==> config.mk <==
export PLATFORM = sky130hd
export DESIGN_NAME = pat_gen
export DESIGN_NICKNAME = d
export VERILOG_FILES = /design/src/rtl/cdc_fifo_pkg.sv /design/src/rtl/pat_gen.sv
export SDC_FILE = /design/constraint.sdc
export NUM_CORES = 1
export LEC_CHECK = 0
export CAP_MARGIN = 10
export CORE_AREA = 2 2 39 41
export DETAILED_ROUTE_END_ITERATION = 12
export DIE_AREA = 0 0 41 43
export DONT_BUFFER_PORTS = 1
export SYNTH_ARGS = -nofsm -noshare
export SYNTH_HDL_FRONTEND = slang
export SYNTH_SLANG_ARGS = --single-unit
==> constraint.sdc <==
create_clock -name clk -period 1.85 [get_ports clk]
set_input_delay 0.37 -clock clk [delete_from_list [all_inputs] [get_ports clk]]
set_output_delay 0.37 -clock clk [all_outputs]
set_load 0.02 [all_outputs]
==> src/rtl/cdc_fifo_pkg.sv <==
// Shared definitions for the CDC FIFO self-test pair (write-side pattern
// source and read-side checker). Both ends advance the pattern with
// pat_next(), so they generate the same sequence.
package cdc_fifo_pkg;

  typedef enum logic [1:0] {IDLE, RUN, DRAIN, DONE} state_e;
  typedef enum logic {MODE_CNT = 1'b0, MODE_LFSR = 1'b1} mode_e;

  // Feedback taps at bits 7,5,4,3
  localparam logic [7:0] LFSR_TAPS = 8'hB8;

  function automatic logic [7:0] lfsr8_next(input logic [7:0] v);
    return {v[6:0], ^(v & LFSR_TAPS)};
  endfunction

  function automatic logic [7:0] pat_next(input mode_e m, input logic [7:0] v);
    return (m == MODE_LFSR) ? lfsr8_next(v) : v + 8'd1;
  endfunction

endpackage

==> src/rtl/pat_gen.sv <==
// Pattern generator: holds the current pattern word.
//   clk, rst  : clock, synchronous active-high reset
//   load/seed : load a new first word (LFSR mode maps seed 0 to 8'h01,
//               because the all-zero state would lock up the LFSR)
//   advance   : step to the next word of the selected pattern
//   mode      : counter or LFSR
//   value     : current pattern word
module pat_gen
  import cdc_fifo_pkg::*;
(
  input  logic       clk,
  input  logic       rst,
  input  logic       load,
  input  logic [7:0] seed,
  input  logic       advance,
  input  mode_e      mode,
  output logic [7:0] value
);

  always_ff @(posedge clk) begin
    if (rst)          value <= 8'h00;
    else if (load)    value <= (mode == MODE_LFSR && seed == 8'h00) ? 8'h01 : seed;
    else if (advance) value <= pat_next(mode, value);
  end

endmodule

Figure 1. Nets reached from selected ports.
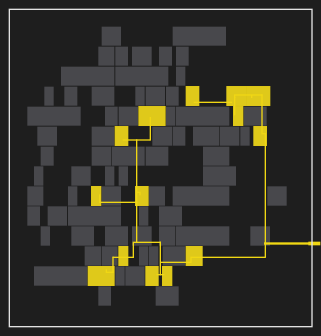
| port | colour | direction | end cells | buffers | wire |
|---|---|---|---|---|---|
| `advance` | yellow | input | 14 | 0 | 99.9 µm |
count of pins on the block boundary: 21
# port buffers: 0

Figure 2. Cell classes on the final placement.
Bar = 10 µm. Fill, decap, tap and diode cells in grey.
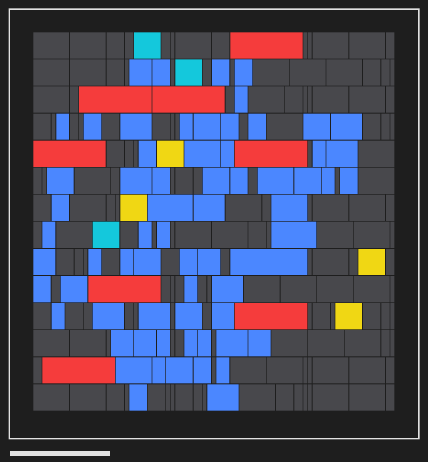
| class | colour | cells | share of their area |
|---|---|---|---|
| all other logic | blue | 66 | 67% |
| cells driving clock nets | cyan | 3 | 3.5% |
| flops | red | 8 | 25% |
| other buffers and delay cells | yellow | 4 | 4.7% |
fraction of area in registers: 0.242
number of rows created at floorplan: 14
floorplan core area: 1380 µm²
utilization of the core after routing: 0.477

Figure 3. M1 wires.
Supply wires on this layer in grey.
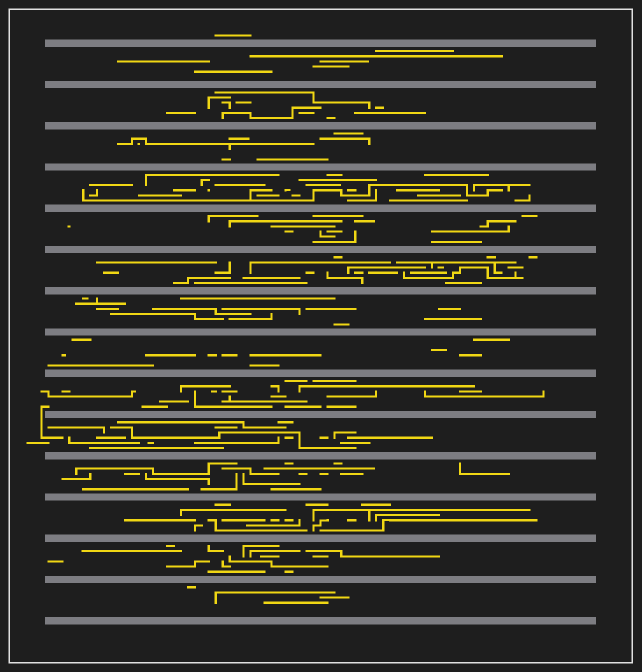
share of all routed wire: 45%
nets with wire on the layer: 91

==> impl_metrics.yaml <==
# implementation run metrics
status:
  outcome: "finished clean"
critical_path:
  rr_worst_depth: 5
  setup.worst_path.end: "value[6]"
  worst_ep_required_time_ns: 2.02
  crit_chain: "ha_1 -> nand4_1 -> o31ai_1 -> nand2_1 -> a221oi_1"
  critPathKind: "reg -> reg"
  sum_of_buffers_and_inverters_on_the_critical_path: 0
  timing.critical_path.max_delay_family: "flip-flops"
  critPathMaxFanout: 7
route:
  drt-initial-drc-count: 14
  topRoutingLayerUsed: "met3"
  met1_routed_wirelength_after_detailed_routing_um: 682
  met3_wirelength_um: 117
  drt_first_pass_iters: 4
global_route:
  groute.layer.met2.usage: 0.313
  grtUsageMet3: 0.0471
  grt_pass1_wl_mm: 2.69
  grt_antenna_before_repair: 0
yosys:
  yosysChipArea_um2: 623
  ys_sh_simple: 0.265
  common_cells: "10 x a21oi_1, 10 x nand2_1, 8 x dfxtp_1"
  ys_cells: 80
  post_synth.cell_area_avg_um2: 7.79
  mappedNetlistNets: 95
  post_synth_design_cell_area_um2: 623
  synth_area_in_xor_xnor: 0.0281
  synth_cell_types: 37
  dominantRegCellSynth: "dfxtp_1"
  post_synth_fa_ha_maj_area_fraction: 0.0402
  synth.yosys.seq_area_share: 0.257
  synth-async-reset-ratio: 0
  netlist.area_leader.share: 0.257
placed_design:
  dp.cells: 94
  dp.final_hpwl_mm: 1.18
cts:
  cts_sinks: 8
  cts_buffers: 3
  clk-insertion-delay-late_ns: 0.26
  clk_root_buffer_cell: "clkbuf_4"
  cts.reportedPaths.clkPinSlew_ns: 0.06
  postCtsHoldBufs: 0
min_path:
  hp-class: "in -> reg"
  whs_path_depth: 1
sta:
  report.final.setup_viol: 0
  finClkSkew_ns: 0.00859
  tightestPinTransition_ns: 0.556
  slew_headroom: 0.629
  max_freq_mhz: 649
  final.period_utilization: 0.833
  holdWs_ns: 0.182
  hold_violations: 0
finish:
  area.sequential_um2: 160
  n_clock_buffer: 3
  stdcell_count: 97
  registers.top_by_ff_count: "value"
  fin_area_um2: 661
  final_cell_mix: "10 x nand2_1, 10 x a21oi_1, 8 x dfxtp_1, 5 x nor2_1, 4 x buf_4"
  design.final.nets: 98
  logic_gate_count: 63
floorplanning:
  die-width_um: 41
  tapCellCount: 16
  fp_util: 0.450
power_and_ir_drop:
  combinationalPowerShare: 0.208
  power.group.top: "sequential cells"
  pwr.group.combinational_mw: 0.0918
  pwr.group.sequential_mw: 0.213
flow_run:
  tool_warnings: 26
Figure 4. Track usage over the die.
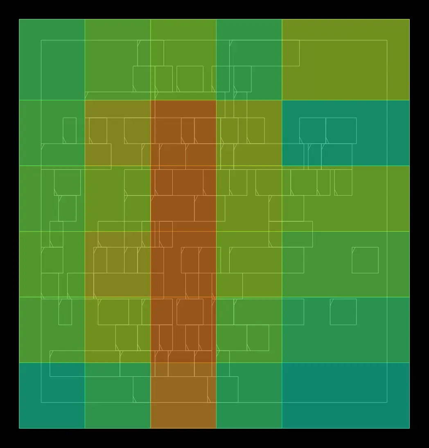
M1 GR Usage: 0.318
routed wirelength normalized by instance count: 15.8 µm

Figure 5. Cell density map.
The die is cut into 8 by 9 equal tiles; white is low, dark blue is high, 0 to 100% covered.
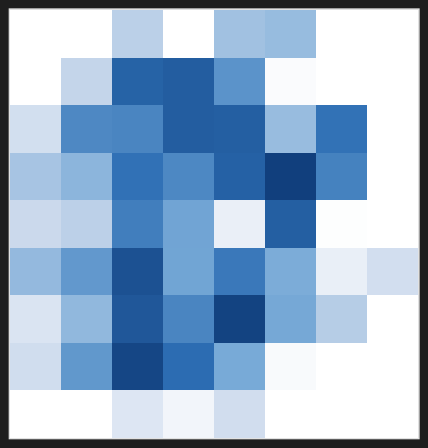
densest ninth of the die: centre
fullest tile: 94%
tiles over 75% full: 17%
mean over tiles: 36%

